--- src/rtl/aes_round_sequencer.sv ---
// AES encryption round sequencer: walks the key-expansion / round opcode
// schedule and hands one opcode at a time to the execute stage over a valid/ready handshake.
module aes_round_sequencer #(
  parameter int NROUNDS = 10,
  parameter int OP_W    = 5
) (
  input  logic            clk,
  input  logic            rst,
  input  logic            start,
  input  logic            abort,
  input  logic            op_ready,
  output logic            op_valid,
  output logic [OP_W-1:0] op,
  output logic [1:0]      col,
  output logic [3:0]      round_idx,
  output logic            busy,
  output logic            done
);

  typedef enum logic [3:0] {
    S_IDLE, S_INIT_ARK, S_KEY_ROT, S_KEY_X0, S_KEY_COL,
    S_SUB, S_SHIFT, S_MIX, S_ARK, S_DONE
  } state_t;

  localparam logic [3:0] LAST_ROUND = 4'(NROUNDS);

  localparam logic [OP_W-1:0] OP_ARK   = OP_W'(5'b00101);
  localparam logic [OP_W-1:0] OP_ROT   = OP_W'(5'b00110);
  localparam logic [OP_W-1:0] OP_X0    = OP_W'(5'b00111);
  localparam logic [OP_W-1:0] OP_COL   = OP_W'(5'b01000);
  localparam logic [OP_W-1:0] OP_SUB   = OP_W'(5'b01010);
  localparam logic [OP_W-1:0] OP_SHIFT = OP_W'(5'b01011);
  localparam logic [OP_W-1:0] OP_MIX   = OP_W'(5'b01100);

  state_t     state_q, state_d;
  logic [3:0] round_q, round_d;
  logic [1:0] col_q, col_d;
  logic       hs;

  assign hs = op_valid & op_ready;

  always_ff @(posedge clk or posedge rst) begin
    if (rst) begin
      state_q <= S_IDLE;
      round_q <= 4'd0;
      col_q   <= 2'd0;
    end else begin
      state_q <= state_d;
      round_q <= round_d;
      col_q   <= col_d;
    end
  end

  always_comb begin
    state_d = state_q;
    round_d = round_q;
    col_d   = col_q;
    unique case (state_q)
      S_IDLE: begin
        if (start && !abort) begin
          state_d = S_INIT_ARK;
          round_d = 4'd0;
          col_d   = 2'd0;
        end
      end
      S_DONE: state_d = S_IDLE;
      default: begin
        // abort drops the sequence; an op accepted on this edge does not advance it
        if (abort) begin
          state_d = S_IDLE;
        end else if (hs) begin
          unique case (state_q)
            S_INIT_ARK: begin
              state_d = S_KEY_ROT;
              round_d = round_q + 4'd1;
            end
            S_KEY_ROT: state_d = S_KEY_X0;
            S_KEY_X0: begin
              state_d = S_KEY_COL;
              col_d   = 2'd1;
            end
            S_KEY_COL: begin
              if (col_q == 2'd3) state_d = S_SUB;
              else               col_d   = col_q + 2'd1;
            end
            S_SUB:   state_d = S_SHIFT;
            S_SHIFT: state_d = (round_q == LAST_ROUND) ? S_ARK : S_MIX;
            S_MIX:   state_d = S_ARK;
            S_ARK: begin
              if (round_q == LAST_ROUND) begin
                state_d = S_DONE;
              end else begin
                state_d = S_KEY_ROT;
                round_d = round_q + 4'd1;
              end
            end
            default: state_d = S_IDLE;
          endcase
        end
      end
    endcase
  end

  always_comb begin
    op_valid  = 1'b1;
    op        = '0;
    col       = 2'd0;
    round_idx = round_q;
    busy      = (state_q != S_IDLE);
    done      = (state_q == S_DONE);
    unique case (state_q)
      S_INIT_ARK, S_ARK: op = OP_ARK;
      S_KEY_ROT:         op = OP_ROT;
      S_KEY_X0:          op = OP_X0;
      S_KEY_COL: begin
        op  = OP_COL;
        col = col_q;
      end
      S_SUB:   op = OP_SUB;
      S_SHIFT: op = OP_SHIFT;
      S_MIX:   op = OP_MIX;
      default: op_valid = 1'b0;
    endcase
  end

endmodule

--- config.mk ---
export PLATFORM = sky130hd
export DESIGN_NAME = aes_round_sequencer
export DESIGN_NICKNAME = d
export VERILOG_FILES = /design/src/rtl/aes_round_sequencer.sv
export SDC_FILE = /design/constraint.sdc
export NUM_CORES = 1
export LEC_CHECK = 0
export CAP_MARGIN = 20
export CORE_MARGIN = 1.5
export CORE_UTILIZATION = 25
export DETAILED_ROUTE_END_ITERATION = 12
export SLEW_MARGIN = 10
export SYNTH_ARGS = -nofsm -noshare
export SYNTH_HDL_FRONTEND = slang
export SYNTH_SLANG_ARGS = --single-unit
--- constraint.sdc ---
create_clock -name clk -period 2.4 [get_ports clk]
set_input_delay 0.24 -clock clk [delete_from_list [all_inputs] [get_ports clk]]
set_output_delay 0.24 -clock clk [all_outputs]
set_load 0.05 [all_outputs]
==> results.sh <==
# physical design summary
export IMPL_status="finished clean"
export IMPL_power_mw=1.29
export IMPL_cp_max_fo=10
export IMPL_top_cell_area_share=0.279
export IMPL_finalNonFillerCells=171
export IMPL_warning_count=27
export IMPL_grt_max_degree=18
export IMPL_cts_tree="built"
export IMPL_synth_warnings=0
export IMPL_layout_drive_gt1_share=0.216
export IMPL_chipWidth_um=62.9
export IMPL_r2r_start="round_idx[0]"
export IMPL_wl_per_cell_um=12.7
export IMPL_cp_slowest_cell="clkdlybuf4s50_1"
export IMPL_antenna_found_initial=0
export IMPL_dr_pass1_iters=4
export IMPL_slowest_delay_ns=0.84
export IMPL_io_buffers=17
export IMPL_synthTopCellsByArea="dfrtp_1, nor2_1, ha_1, nand2b_1, o32ai_1"
export IMPL_holdWs_ns=0.239
export IMPL_placed_cell_area_um2=1120
export IMPL_setup_slack_ns=0.197
export IMPL_critPathRequiredTime_ns=2.16
export IMPL_fmax_mhz=454
export IMPL_crit_type="flop to output pin"
export IMPL_final_cell_mix="nor2_1, buf_4, dfrtp_1, clkdlybuf4s50_1, inv_1"
export IMPL_peakVddDrop_v=0.000591
export IMPL_cp_num_buf_inv=2
export IMPL_fp_util=0.265
export IMPL_ctsHoldBuffers=0
export IMPL_crit_end="op[3]"
export IMPL_overflow=0
export IMPL_layout_top_cell="nor2_1"
export IMPL_route_detailed_drc=0
export IMPL_crit_chain="inv_1 -> nor2_1 -> clkdlybuf4s50_1"
export IMPL_grt_pass1_vias=841
export IMPL_worst_pin_slew_ns=0.578
export IMPL_edf_count=0
export IMPL_rrSetupSlack_ns=0.41
export IMPL_seq_area_frac_synth=0.279
export IMPL_cp_start_kind="flop"
export IMPL_p_leak_nw=0.474
export IMPL_die_h_um=62.9
export IMPL_drv_slew=0
export IMPL_post_route_period_util=0.918
export IMPL_dp_cells=167
export IMPL_rsz0062_at_grt="false"
export IMPL_skew_ns=0.00571
export IMPL_dieArea_um2=3960
export IMPL_tns_ns=0
export IMPL_ctsLongestPathBuffers=2
export IMPL_postRouteAntennaNets=0
export IMPL_r2r_cells=6
export IMPL_fin_nets=134
export IMPL_dp_worst_setup_slack_ns=0.252
export IMPL_ff_type="dfrtp_1"
## final cells by class
class | instances | area (um^2)
tap | 46 | 57.6
clock buffer | 4 | 36.3
timing repair buffer | 21 | 193
fill | 347 | 2240
inverter | 8 | 30.0
multi-input combinational | 82 | 587
sequential | 10 | 250
## metal layers
layer | up-vias | part of all wire | global-route usage
li1 | 436 | - | -
met1 | 419 | 0.46 | 0.144
met2 | 24 | 0.47 | 0.190
met3 | 7 | 0.044 | 0.0180
met4 | 0 | 0.028 | 0.0639
met5 | - | 0 | 0
## sequential cells by signal, summed over array words and instances, names as in the netlist
signal / count
round_idx: 4
col_q: 2
state_q: 4
## worst min-delay path by stage
stage	start	depth (start not counted)	to
6_report	rst	2	round_idx[2]
5_1_grt	rst	2	round_idx[3]
4_1_cts	rst	2	round_idx[2]
3_5_place_dp	rst	2	round_idx[2]
3_3_place_gp	rst	2	round_idx[2]
2_1_floorplan	rst	1	col_q[0]
## logic make-up (layout without fill, tap and decap cells)
logic type / count (synthesis) / count (layout) / synth area share
flops: 10 / 10 / 0.279
fa+ha+maj: 3 / 3 / 0.0418
xor+xnor: 2 / 2 / 0.0195
simple gates: 43 / 43 / 0.276
compound gates: 29 / 29 / 0.254
buf+inv: 16 / 33 / 0.0739
other cells: 1 / 1 / 0.00418
mux: 4 / 4 / 0.0516
## where the power goes
| group | leakage, nW | total (mW) | switching [mW] | internal [mW] |
|---|---|---|---|---|
| clock network | 0.0210 | 0.151 | 0.0589 | 0.0922 |
| registers | 0.136 | 0.269 | 0.0646 | 0.205 |
| logic | 0.318 | 0.867 | 0.540 | 0.327 |
| total | 0.474 | 1.29 | 0.664 | 0.624 |
## synthesized netlist by cell type (2+ instances only)
master     count
a21oi_1        6
a32o_1         2
buf_1          3
buf_2          2
clkbuf_1       2
dfrtp_1       10
ha_1           3
inv_1          8
mux2i_1        2
nand2_1        4
nand2b_1       6
nand3_1        2
nand4_1        2
nor2_1        12
nor3_1         4
nor4_1         2
o2111ai_1      3
o21ai_0        2
o22a_1         2
o32ai_1        4
## worst register-to-register path, cell delays in order (launching register included)
cell	delay [ns]
dfrtp_1	0.41
inv_1	0.11
ha_1	0.18
nand3b_1	0.13
or4_4	0.54
and3_4	0.22
mux2_4	0.29
Figure 1. Wiring heat map.
Drawn at 6 px/um. The die is cut into 13 by 13 equal tiles; black is low, pale yellow is high, scaled to the fullest tile. Values are wire area over tile area, all layers added.
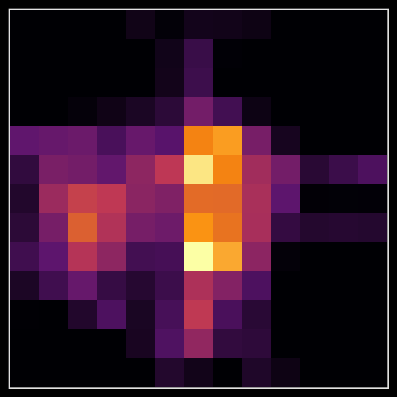
fullest tile: 0.55
densest ninth of the die: centre
mean over tiles: 0.088
tiles over half the peak: 8.9%
emptiest ninth of the die: upper right
Vias: 886
Total GRT Usage: 0.116

Figure 2. Drive-strength map.
Drawn at 8 px/um.
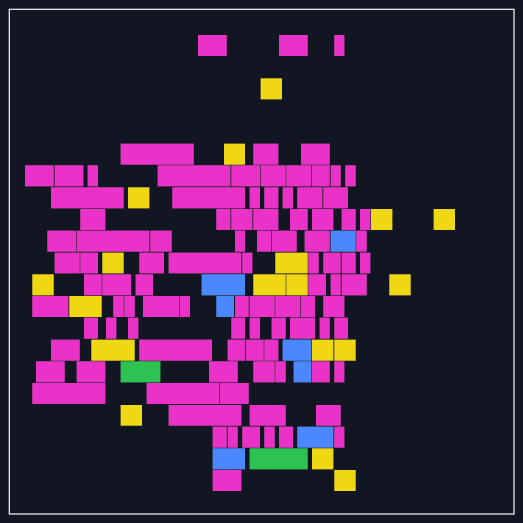
| colour | size | cells |
|---|---|---|
| blue | drive 2 | 7 |
| yellow | drive 3 to 4 | 18 |
| green | drive 6 and up | 2 |
| magenta | drive 1 or less | 98 |

Figure 3. Register map, names as in the netlist.
Drawn at 6 px/um.
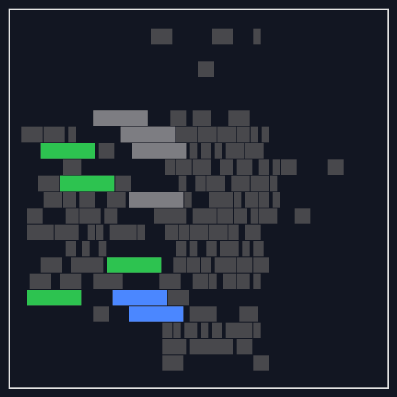
| colour | signal | placed flops |
|---|---|---|
| blue | col_q | 2 |
| green | round_idx | 4 |
not coloured: 4
register area: 250 um^2
Layout Utilization: 0.340
fraction of area in registers: 0.217

Figure 4. Clock routing.
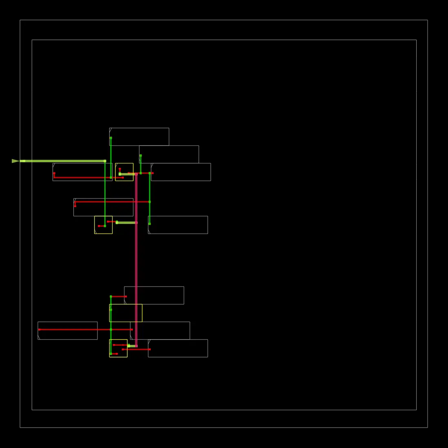
CTS buffer count: 3
Flops: 10
Insertion Delay late pin: 0.27 ns
count of clock buffers in the final design: 4
clock group power: 151 uW

Figure 5. M3 wires.
Drawn at 8 px/um.
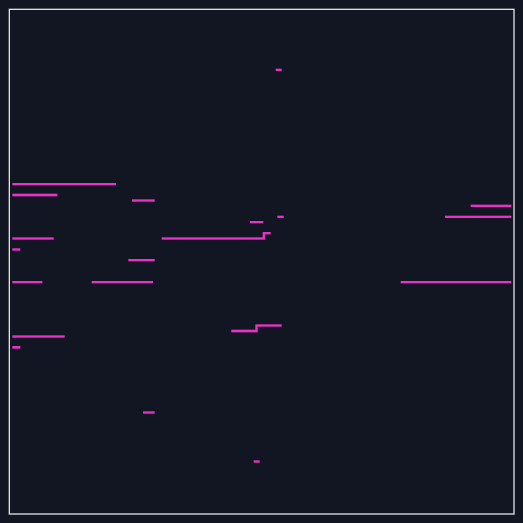
longest straight run: 13.5 um
main direction: horizontal
wire length on this layer: 96.9 um
nets with wire on the layer: 16
share of all routed wire: 4.5%
WL final: 2.17 mm
Global Route met3 Usage: 0.0180

Power is estimated from default activity; no workload was simulated.
